==> run_1/flops_by_reg.png <==
(4 px per um) Other sequential cells in the stronger grey, the rest of the logic in the fainter grey.
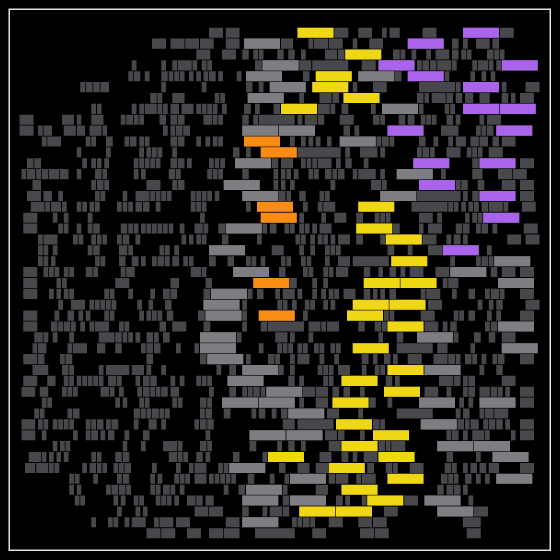
==> run_1/placement_by_type.png <==
(2 px per um)
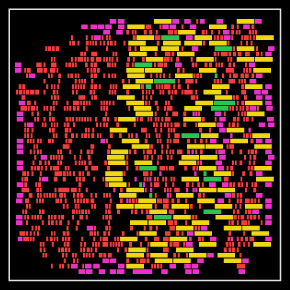
==> run_1/placement.png <==
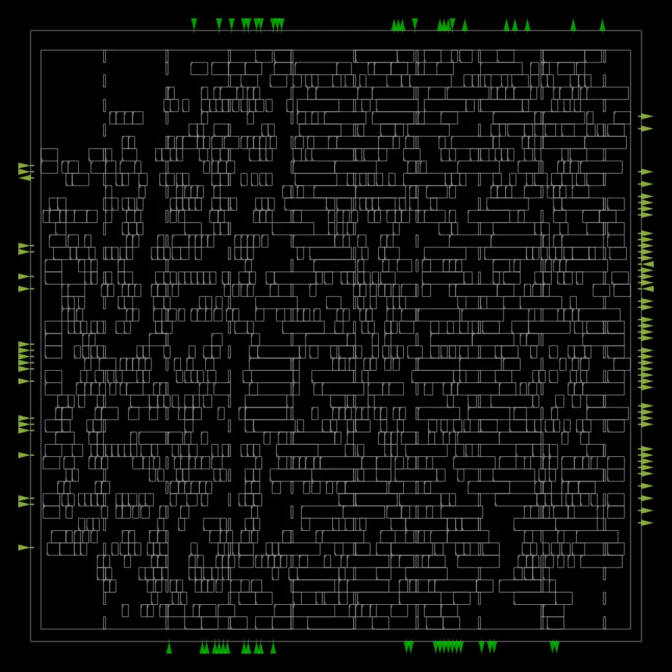
**config.mk**
```make
export PLATFORM = sky130hd
export DESIGN_NAME = ecc_secded_pipe_dec
export DESIGN_NICKNAME = d
export VERILOG_FILES = /design/src/rtl/ecc_secded_pkg.sv /design/src/rtl/ecc_secded_enc.sv /design/src/rtl/ecc_secded_pipe_dec.sv
export SDC_FILE = /design/constraint.sdc
export NUM_CORES = 1
export LEC_CHECK = 0
export ABC_AREA = 1
export ABC_CLOCK_PERIOD_IN_PS = 4100
export CAP_MARGIN = 20
export CELL_PAD_IN_SITES_DETAIL_PLACEMENT = 0
export CELL_PAD_IN_SITES_GLOBAL_PLACEMENT = 1
export CORE_MARGIN = 2
export CORE_UTILIZATION = 41
export CTS_CLUSTER_SIZE = 12
export DETAILED_ROUTE_END_ITERATION = 16
export GPL_TIMING_DRIVEN = 0
export PLACE_DENSITY_LB_ADDON = 0.2
export SLEW_MARGIN = 20
export SYNTH_ARGS = -nofsm -noshare
export SYNTH_HDL_FRONTEND = slang
export SYNTH_SLANG_ARGS = --single-unit
```
**constraint.sdc**
```tcl
create_clock -name i_aclk -period 4.1 [get_ports i_aclk]
set_clock_uncertainty 0.1 [all_clocks]
set_input_delay 0.41 -clock i_aclk [delete_from_list [all_inputs] [get_ports i_aclk]]
set_output_delay 0.41 -clock i_aclk [all_outputs]
set_load 0.05 [all_outputs]
```
**src/rtl/ecc_secded_pkg.sv**
```systemverilog
// rtl/ecc_secded_pkg.sv - shared types and constant functions for the extended-Hamming SECDED codec
package ecc_secded_pkg;

    localparam int SYN_MAX_W  = 7;
    localparam int MAX_DATA_W = 64;

    typedef logic [SYN_MAX_W-1:0] syndrome_t;

    typedef enum logic [1:0] {
        CLEAN,
        SERR_DATA,
        SERR_CHK,
        DERR
    } dec_result_e;

    // Smallest r with 2^r >= data_w + r + 1; the descending scan leaves the smallest hit.
    function automatic int calc_r(input int data_w);
        int r;
        r = 0;
        for (int k = SYN_MAX_W; k >= 1; k--) begin
            if ((1 << k) >= data_w + k + 1) begin
                r = k;
            end
        end
        return r;
    endfunction

    function automatic int calc_ecc_w(input int data_w);
        return calc_r(data_w) + 1;
    endfunction

    // Code position of data bit idx: the idx-th non-power-of-two position starting at 3.
    function automatic int data_pos(input int idx);
        int pos;
        int cnt;
        pos = 0;
        cnt = 0;
        for (int p = 3; p < (1 << SYN_MAX_W); p++) begin
            if ((p & (p - 1)) != 0) begin
                if (cnt == idx) begin
                    pos = p;
                end
                cnt++;
            end
        end
        return pos;
    endfunction

    function automatic logic [MAX_DATA_W-1:0] chk_mask(input int data_w, input int k);
        logic [MAX_DATA_W-1:0] m;
        m = '0;
        for (int i = 0; i < MAX_DATA_W; i++) begin
            if (i < data_w && ((data_pos(i) >> k) & 1) == 1) begin
                m[i] = 1'b1;
            end
        end
        return m;
    endfunction

endpackage

```
**src/rtl/ecc_secded_enc.sv**
```systemverilog
// rtl/ecc_secded_enc.sv - combinational extended-Hamming check-bit generator
module ecc_secded_enc
    import ecc_secded_pkg::*;
#(
    parameter  int DATA_W = 32,
    localparam int ECC_W  = calc_ecc_w(DATA_W)
) (
    input  logic [DATA_W-1:0] i_data,
    output logic [ECC_W-1:0]  o_chk
);

    localparam int R = ECC_W - 1;

    logic [R-1:0] w_chk;

    for (genvar k = 0; k < R; k++) begin : g_chk
        localparam logic [MAX_DATA_W-1:0] MASK = chk_mask(DATA_W, k);
        assign w_chk[k] = ^(i_data & MASK[DATA_W-1:0]);
    end

    // Top bit makes the whole codeword even parity.
    assign o_chk = {(^i_data) ^ (^w_chk), w_chk};

endmodule

```
**src/rtl/ecc_secded_pipe_dec.sv**
```systemverilog
// rtl/ecc_secded_pipe_dec.sv - two-stage SECDED decoder with error counters
// Optional retransmit pulse on o_nack when ECC_SECDED_HARQ_NACK_EN is defined.
module ecc_secded_pipe_dec
    import ecc_secded_pkg::*;
#(
    parameter  int DATA_W = 32,
    parameter  int CNT_W  = 16,
    localparam int ECC_W  = calc_ecc_w(DATA_W),
    localparam int FLIT_W = DATA_W + ECC_W
) (
    input  logic              i_aclk,
    input  logic              i_aresetn,
    input  logic              i_enable_ecc,
    input  logic              i_valid,
    output logic              o_ready,
    input  logic [FLIT_W-1:0] i_flit,
    output logic              o_valid,
    input  logic              i_ready,
    output logic [DATA_W-1:0] o_data,
    output logic              o_serr,
    output logic              o_derr,
    output logic [CNT_W-1:0]  o_serr_cnt,
    output logic [CNT_W-1:0]  o_derr_cnt,
    input  logic              i_cnt_clr,
    output logic              o_nack
);

    localparam int R = ECC_W - 1;
    localparam int N = DATA_W + R;

    logic [DATA_W-1:0] w_rx_data;
    logic [ECC_W-1:0]  w_rx_chk;
    logic [ECC_W-1:0]  w_calc_chk;
    logic [R-1:0]      w_syn;
    logic              w_par;
    logic              w_en;
    logic              w_xfer;

    logic              r_s1_valid;
    logic              r_s1_ecc_en;
    logic [DATA_W-1:0] r_s1_data;
    syndrome_t         r_s1_syn;
    logic              r_s1_par;

    logic              r_o_valid;
    logic [DATA_W-1:0] r_o_data;
    logic              r_o_serr;
    logic              r_o_derr;
    logic [CNT_W-1:0]  r_serr_cnt;
    logic [CNT_W-1:0]  r_derr_cnt;

    assign w_rx_data = i_flit[DATA_W-1:0];
    assign w_rx_chk  = i_flit[FLIT_W-1:DATA_W];

    ecc_secded_enc #(
        .DATA_W (DATA_W)
    ) u_enc (
        .i_data (w_rx_data),
        .o_chk  (w_calc_chk)
    );

    // Overall parity of the received word, folded through the regenerated top bit.
    assign w_syn = w_calc_chk[R-1:0] ^ w_rx_chk[R-1:0];
    assign w_par = w_calc_chk[R] ^ w_rx_chk[R] ^ (^w_syn);

    assign w_en    = i_ready | ~r_o_valid;
    assign o_ready = w_en;
    assign w_xfer  = r_o_valid & i_ready;

    always_ff @(posedge i_aclk or negedge i_aresetn) begin
        if (!i_aresetn) begin
            r_s1_valid  <= 1'b0;
            r_s1_ecc_en <= 1'b0;
            r_s1_data   <= '0;
            r_s1_syn    <= '0;
            r_s1_par    <= 1'b0;
        end else if (w_en) begin
            r_s1_valid  <= i_valid;
            r_s1_ecc_en <= i_enable_ecc;
            r_s1_data   <= w_rx_data;
            r_s1_syn    <= syndrome_t'(w_syn);
            r_s1_par    <= w_par;
        end
    end

    dec_result_e       w_result;
    logic              w_syn_zero;
    logic              w_syn_pow2;
    logic              w_syn_in_range;
    logic [DATA_W-1:0] w_flip;
    logic [DATA_W-1:0] w_corr_data;

    assign w_syn_zero     = (r_s1_syn == '0);
    assign w_syn_pow2     = ((r_s1_syn & (r_s1_syn - syndrome_t'(1))) == '0);
    assign w_syn_in_range = (r_s1_syn <= syndrome_t'(N));

    always_comb begin
        w_result = CLEAN;
        if (r_s1_ecc_en) begin
            if (!r_s1_par) begin
                w_result = w_syn_zero ? CLEAN : DERR;
            end else if (w_syn_zero || w_syn_pow2) begin
                w_result = SERR_CHK;
            end else if (w_syn_in_range) begin
                w_result = SERR_DATA;
            end else begin
                w_result = DERR;
            end
        end
    end

    for (genvar i = 0; i < DATA_W; i++) begin : g_flip
        localparam int POS = data_pos(i);
        assign w_flip[i] = (w_result == SERR_DATA) && (r_s1_syn == syndrome_t'(POS));
    end

    assign w_corr_data = r_s1_data ^ w_flip;

    always_ff @(posedge i_aclk or negedge i_aresetn) begin
        if (!i_aresetn) begin
            r_o_valid <= 1'b0;
            r_o_data  <= '0;
            r_o_serr  <= 1'b0;
            r_o_derr  <= 1'b0;
        end else if (w_en) begin
            r_o_valid <= r_s1_valid;
            r_o_data  <= w_corr_data;
            r_o_serr  <= r_s1_valid & ((w_result == SERR_DATA) | (w_result == SERR_CHK));
            r_o_derr  <= r_s1_valid & (w_result == DERR);
        end
    end

    // Clear wins over a same-cycle increment; counts stick at all-ones.
    always_ff @(posedge i_aclk or negedge i_aresetn) begin
        if (!i_aresetn) begin
            r_serr_cnt <= '0;
            r_derr_cnt <= '0;
        end else if (i_cnt_clr) begin
            r_serr_cnt <= '0;
            r_derr_cnt <= '0;
        end else begin
            if (w_xfer && r_o_serr && !(&r_serr_cnt)) begin
                r_serr_cnt <= r_serr_cnt + CNT_W'(1);
            end
            if (w_xfer && r_o_derr && !(&r_derr_cnt)) begin
                r_derr_cnt <= r_derr_cnt + CNT_W'(1);
            end
        end
    end

`ifdef ECC_SECDED_HARQ_NACK_EN
    logic r_nack;

    always_ff @(posedge i_aclk or negedge i_aresetn) begin
        if (!i_aresetn) begin
            r_nack <= 1'b0;
        end else begin
            r_nack <= w_xfer & r_o_derr;
        end
    end

    assign o_nack = r_nack;
`else
    assign o_nack = 1'b0;
`endif

    assign o_valid    = r_o_valid;
    assign o_data     = r_o_data;
    assign o_serr     = r_o_serr;
    assign o_derr     = r_o_derr;
    assign o_serr_cnt = r_serr_cnt;
    assign o_derr_cnt = r_derr_cnt;

endmodule

```
==> flow_summary.json, run 1 <==
{
  "antenna_found_initial": 0,
  "drt_iter0_markers": 400,
  "synth.area.mux_share_pct": 0,
  "cts_setup_buffers": 0,
  "power_density_nw_per_um2": 402,
  "worstPathCellList": "clkdlybuf4s50_1 -> nor2_1 -> clkbuf_1 -> inv_1 -> buf_4 -> clkdlybuf4s50_1",
  "ys_top_cells_by_count": "nand2_1 (436), dfrtp_1 (108), inv_1 (100)",
  "finalHoldWorstSlack_ns": 0.385,
  "cts_tree": "done",
  "antenna_cells": 0,
  "hold_start": "o_data[4]",
  "grt_max_degree": 63,
  "dieArea_um2": 18200,
  "drv_cap": 0,
  "floorplan.nets": 1108,
  "swShare_pct": 38.9,
  "wl_um": 19400,
  "place_inst": 1391,
  "ys_sh_simple_pct": 38.7,
  "nonClkBufAreaFrac_pct": 14.2,
  "r2r_cells": 16,
  "synthDistinctLibCells": 33,
  "syn-instance-count": 1059,
  "logic_gates": 812,
  "layout.cells.most_common_list": "nand2_1 (436), clkdlybuf4s50_1 (110), dfrtp_1 (108)",
  "ant_nets": 0,
  "grt_usage_pct": 22.0,
  "xor_share_pct": 5.72,
  "hold_path_depth": 2,
  "adder_share_pct": 0.713,
  "slowest_delay_ns": 0.71,
  "max-slew-margin-rel_pct": 58.5,
  "crit_type": "primary input to output pin",
  "power.total_mw": 3.52,
  "p_comb_share_pct": 36.7,
  "fp_util_pct": 42.2,
  "r2r_slack_ns": 0.91,
  "p_clk_uw": 924,
  "ys_sh_aoi_pct": 8.69,
  "netlist.area_leader.share_pct": 38.5,
  "vias_per_cell": 4.90,
  "p_sw_mw": 1.37,
  "vias": 6894,
  "htreeDepth": 3,
  "internal_power_mw": 2.15,
  "crit_fanout": 10,
  "synth.area.top_cells": "dfrtp_1 (38%), nand2_1 (23%), nand3_1 (7.1%), o21ai_0 (6.1%), inv_1 (5.3%)",
  "worstPathRequired_ns": 3.59,
  "combAreaFraction_pct": 43.2,
  "grt_use_met1_pct": 29.1,
  "seq-power_mw": 1.31,
  "grt_pass1_wl_um": 31800,
  "final.setup.tns_ns": 0,
  "p_leak_nw": 4.20,
  "tightest_slew_ns": 0.607,
  "regToRegStartpoint": "r_s1_syn[1]",
  "cts_buffer_depth": 2,
  "synth_chip_area_um2": 7020,
  "fmax_mhz": 307,
  "largest_class": "multi-input combinational cells",
  "wl_per_cell_um": 13.8,
  "rsz0062_at_grt": "false",
  "clkTransAtPathRegs_ns": 0.07,
  "critPathLaunch": "i_ready",
  "yosysWarnings": 0,
  "ys_cells": 1059,
  "gp_congestion": 0.905,
  "syn_area_um2": 7020,
  "dp_hpwl_um": 15800,
  "ys_seq_share_pct": 38.5,
  "finalNetCount": 1232,
  "hold_end": "o_data[4]",
  "tool_warnings": 27,
  "clk_latency_ns": 0.35,
  "status": "complete, no violations",
  "logic_area_um2": 3790,
  "vdd_drop_max_v": 0.000221,
  "end_kind": "output pin",
  "ios": 114,
  "wl_met3_um": 734,
  "worstPathArrival_ns": 2.75,
  "wl_met2_um": 9310
}
## Picture notes: flops_by_reg.png
Key: yellow = o_data [sequential cells 32]; orange = r_s1_syn [sequential cells 6]; purple = o_derr_cnt [sequential cells 16, where north-east]

## Picture notes: placement_by_type.png
Key: magenta = remaining buffers and delay cells [cells 136, share of their area 15%]; red = combinational and other logic [cells 928, share of their area 50%]; yellow = sequential cells [cells 108, share of their area 32%]; green = clock drivers and dummy loads [cells 16, share of their area 3.7%]
fraction of area in registers: 30.8%
Std-Cell Rows: 47
post-layout util: 52.7%
Core Footprint: 16600 um^2
final instance area: 8760 um^2

## Picture notes: placement.png
fin cells: 1408
tap cells: 220
Flops: 108
filler instances: 1738

--- run 2 (diff from run 1) ---
--- a/config.mk
+++ b/config.mk
@@ -6,12 +6,12 @@
 export NUM_CORES = 1
 export LEC_CHECK = 0
 export ABC_AREA = 1
-export ABC_CLOCK_PERIOD_IN_PS = 4100
+export ABC_CLOCK_PERIOD_IN_PS = 2660
 export CAP_MARGIN = 20
 export CELL_PAD_IN_SITES_DETAIL_PLACEMENT = 0
 export CELL_PAD_IN_SITES_GLOBAL_PLACEMENT = 1
 export CORE_MARGIN = 2
-export CORE_UTILIZATION = 41
+export CORE_UTILIZATION = 35
 export CTS_CLUSTER_SIZE = 12
 export DETAILED_ROUTE_END_ITERATION = 16
 export GPL_TIMING_DRIVEN = 0
==> constraint.sdc (replaced) <==
create_clock -name i_aclk -period 2.66 [get_ports i_aclk]
set_clock_uncertainty 0.1 [all_clocks]
set_input_delay 0.266 -clock i_aclk [delete_from_list [all_inputs] [get_ports i_aclk]]
set_output_delay 0.266 -clock i_aclk [all_outputs]
set_load 0.05 [all_outputs]
==> flow_summary.json, run 2 <==
{
  "status": "finished, violations left",
  "failed_checks": "negative setup slack",
  "p_sw_mw": 2.22,
  "vias": 6914,
  "drv_cap": 0,
  "cts_buffer_depth": 2,
  "cts_setup_buffers": 0,
  "swShare_pct": 37.9,
  "combAreaFraction_pct": 43.4,
  "fp_util_pct": 35.8,
  "max-slew-margin-rel_pct": 58.3,
  "wl_per_cell_um": 13.9,
  "worstPathArrival_ns": 2.81,
  "gp_congestion": 0.882,
  "setup_violations": 5,
  "worstPathCellList": "nor2_2 -> inv_2 -> buf_12 -> a2111oi_4 -> a311o_1 -> inv_1 -> nor3_2 -> inv_1 -> ha_4 -> nand2_4 -> inv_6 -> buf_8 -> nand2_2 -> xor2_1 -> o21ai_1",
  "worstPathRequired_ns": 2.77,
  "fillCellCount": 2042,
  "hold_path_depth": 3,
  "layout.cells.most_common_list": "nand2_1 (416), clkdlybuf4s50_1 (109), dfrtp_1 (105)",
  "grt_use_met1_pct": 24.7,
  "dieArea_um2": 21200,
  "synthDistinctLibCells": 33,
  "ys_sh_aoi_pct": 8.69,
  "antenna_found_initial": 0,
  "internal_power_mw": 3.65,
  "ant_nets": 0,
  "power_density_nw_per_um2": 635,
  "seq-power_mw": 2.03,
  "p_clk_mw": 1.65,
  "hold_end": "r_s1_data[8]",
  "syn_area_um2": 7020,
  "p_comb_share_pct": 37.3,
  "tightest_slew_ns": 0.625,
  "cts_tree": "done",
  "ios": 114,
  "num_tap_cells": 265,
  "largest_class": "multi-input combinational cells",
  "end_kind": "flop",
  "antenna_cells": 0,
  "floorplan.nets": 1108,
  "synth.area.top_cells": "dfrtp_1 (38%), nand2_1 (23%), nand3_1 (7.1%), o21ai_0 (6.1%), inv_1 (5.3%)",
  "r2r_slack_ns": -0.04,
  "finalNetCount": 1242,
  "clk_latency_ns": 0.35,
  "hold_start": "i_flit[8]",
  "critPathLaunch": "r_s1_syn[3]",
  "logic_gates": 812,
  "ys_sh_simple_pct": 38.7,
  "synth.area.mux_share_pct": 0,
  "p_leak_nw": 4.43,
  "dp_hpwl_um": 16300,
  "yosysWarnings": 0,
  "adder_share_pct": 0.713,
  "power.total_mw": 5.87,
  "fin_ws_ns": -0.0356,
  "wl_met3_um": 635,
  "grt_pass1_wl_um": 32700,
  "htreeDepth": 3,
  "finalHoldWorstSlack_ns": 0.284,
  "logic_area_um2": 4010,
  "wl_um": 20400,
  "place_inst": 1436,
  "grt_usage_pct": 19.1,
  "syn-instance-count": 1059,
  "grt_max_degree": 69,
  "vias_per_cell": 4.73,
  "ys_cells": 1059,
  "fmax_mhz": 371,
  "xor_share_pct": 5.72,
  "ys_top_cells_by_count": "nand2_1 (436), dfrtp_1 (108), inv_1 (100)",
  "tool_warnings": 28
}
==> run_2/placement_by_type.png <==
(2 px per um)
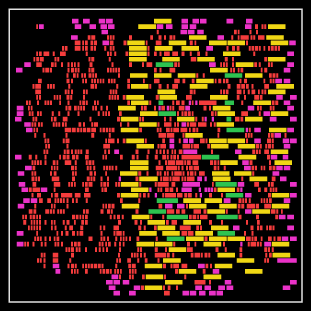
Key: magenta = remaining buffers and delay cells [cells 146, share of their area 15%]; yellow = sequential cells [cells 108, share of their area 30%]; red = combinational and other logic [cells 928, share of their area 50%]; green = clock drivers and dummy loads [cells 16, share of their area 4.2%]
Std-Cell Rows: 51
post-layout util: 47.2%
Core Footprint: 19600 um^2
final instance area: 9240 um^2
fraction of area in registers: 29.3%

==> run_2/wires.png <==
(2 px per um) Only two layers are drawn.
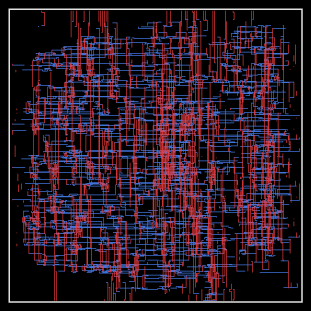
Key: blue = metal 1 [wire length 9320 um]; red = metal 2 [wire length 10000 um]

--- run 3 (diff from run 2) ---
--- a/config.mk
+++ b/config.mk
@@ -10,6 +10,7 @@
 export CAP_MARGIN = 20
 export CELL_PAD_IN_SITES_DETAIL_PLACEMENT = 0
 export CELL_PAD_IN_SITES_GLOBAL_PLACEMENT = 1
+export CORE_ASPECT_RATIO = 0.6
 export CORE_MARGIN = 2
 export CORE_UTILIZATION = 35
 export CTS_CLUSTER_SIZE = 12
==> flow_summary.json, run 3 <==
{
  "status": "finished, violations left",
  "failed_checks": "negative setup slack",
  "setup_violations": 5,
  "ios": 114,
  "synthDistinctLibCells": 33,
  "rsz0062_at_grt": "true",
  "clk_latency_ns": 0.36,
  "wl_met2_um": 8450,
  "antenna_cells": 0,
  "hold_path_depth": 3,
  "power_density_nw_per_um2": 615,
  "layout.cells.most_common_list": "nand2_1 (408), clkdlybuf4s50_1 (108), dfrtp_1 (108)",
  "num_tap_cells": 273,
  "grt_usage_pct": 21.1,
  "syn-instance-count": 1059,
  "syn_area_um2": 7020,
  "antenna_found_initial": 0,
  "ys_sh_aoi_pct": 8.69,
  "ys_seq_share_pct": 38.5,
  "internal_power_mw": 3.46,
  "tool_warnings": 29,
  "ys_cells": 1059,
  "wl_per_cell_um": 14.9,
  "crit_fanout": 4,
  "final.setup.tns_ns": -0.159,
  "p_clk_mw": 1.38,
  "slowest_delay_ns": 0.43,
  "nonClkBufAreaFrac_pct": 16.7,
  "logic_area_um2": 4130,
  "stdcell_count": 1498,
  "end_kind": "flop",
  "xor_share_pct": 5.72,
  "ant_nets": 0,
  "fmax_mhz": 364,
  "worstPathCellList": "inv_2 -> nor2_2 -> inv_2 -> nor2_4 -> nand2_1 -> a311o_1 -> inv_1 -> nor3_2 -> buf_4 -> buf_4 -> buf_4 -> buf_4 -> buf_4 -> buf_4 -> buf_4 -> ha_1 -> nand2_1 -> o21ai_1",
  "swShare_pct": 40.7,
  "hold_end": "r_s1_data[28]",
  "place_inst": 1444,
  "netlist.area_leader.share_pct": 38.5,
  "cts_tree": "done",
  "floorplan.nets": 1108,
  "regToRegStartpoint": "r_s1_syn[1]",
  "finalNetCount": 1269,
  "drv_cap": 0,
  "r2r_slack_ns": -0.09,
  "fin_ws_ns": -0.0866,
  "vdd_drop_max_v": 0.000397,
  "clkTransAtPathRegs_ns": 0.08,
  "fp_util_pct": 35.4,
  "worstPathRequired_ns": 2.79,
  "adder_share_pct": 0.713,
  "p_comb_share_pct": 41.6
}
==> run_3/flops_by_reg.png <==
(4 px per um) Other sequential cells in the stronger grey, the rest of the logic in the fainter grey.
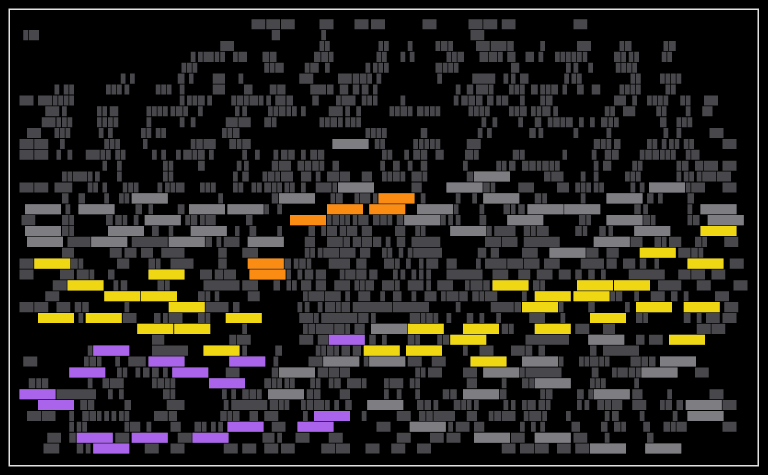
Key: yellow = o_data [sequential cells 32]; orange = r_s1_syn [sequential cells 6, where centre]; purple = o_derr_cnt [sequential cells 16, where south-west]

==> run_3/placement_by_type.png <==
(2 px per um)
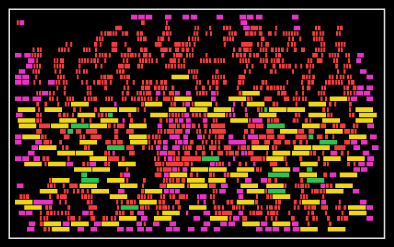
Key: yellow = sequential cells [cells 108, share of their area 30%]; magenta = remaining buffers and delay cells [cells 173, share of their area 17%]; red = combinational and other logic [cells 928, share of their area 50%]; green = clock drivers and dummy loads [cells 16, share of their area 3.3%]
Std-Cell Rows: 40
post-layout util: 47.9%
fraction of area in registers: 28.4%
final instance area: 9500 um^2
Core Footprint: 19800 um^2


==> layout pictures side by side <==
M3 wires.
(3 px per um)
panel A
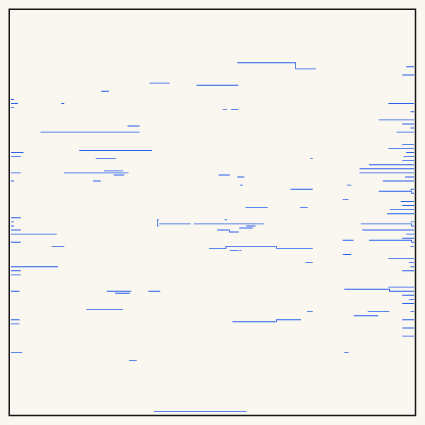
panel B
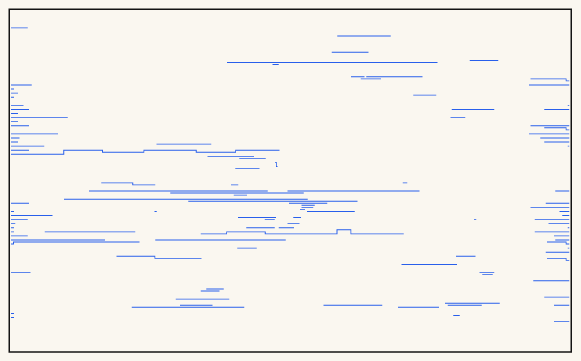
| picture | from |
|---|---|
| panel A | run 1 |
| panel B | run 3 |
Of these, largest die: panel B

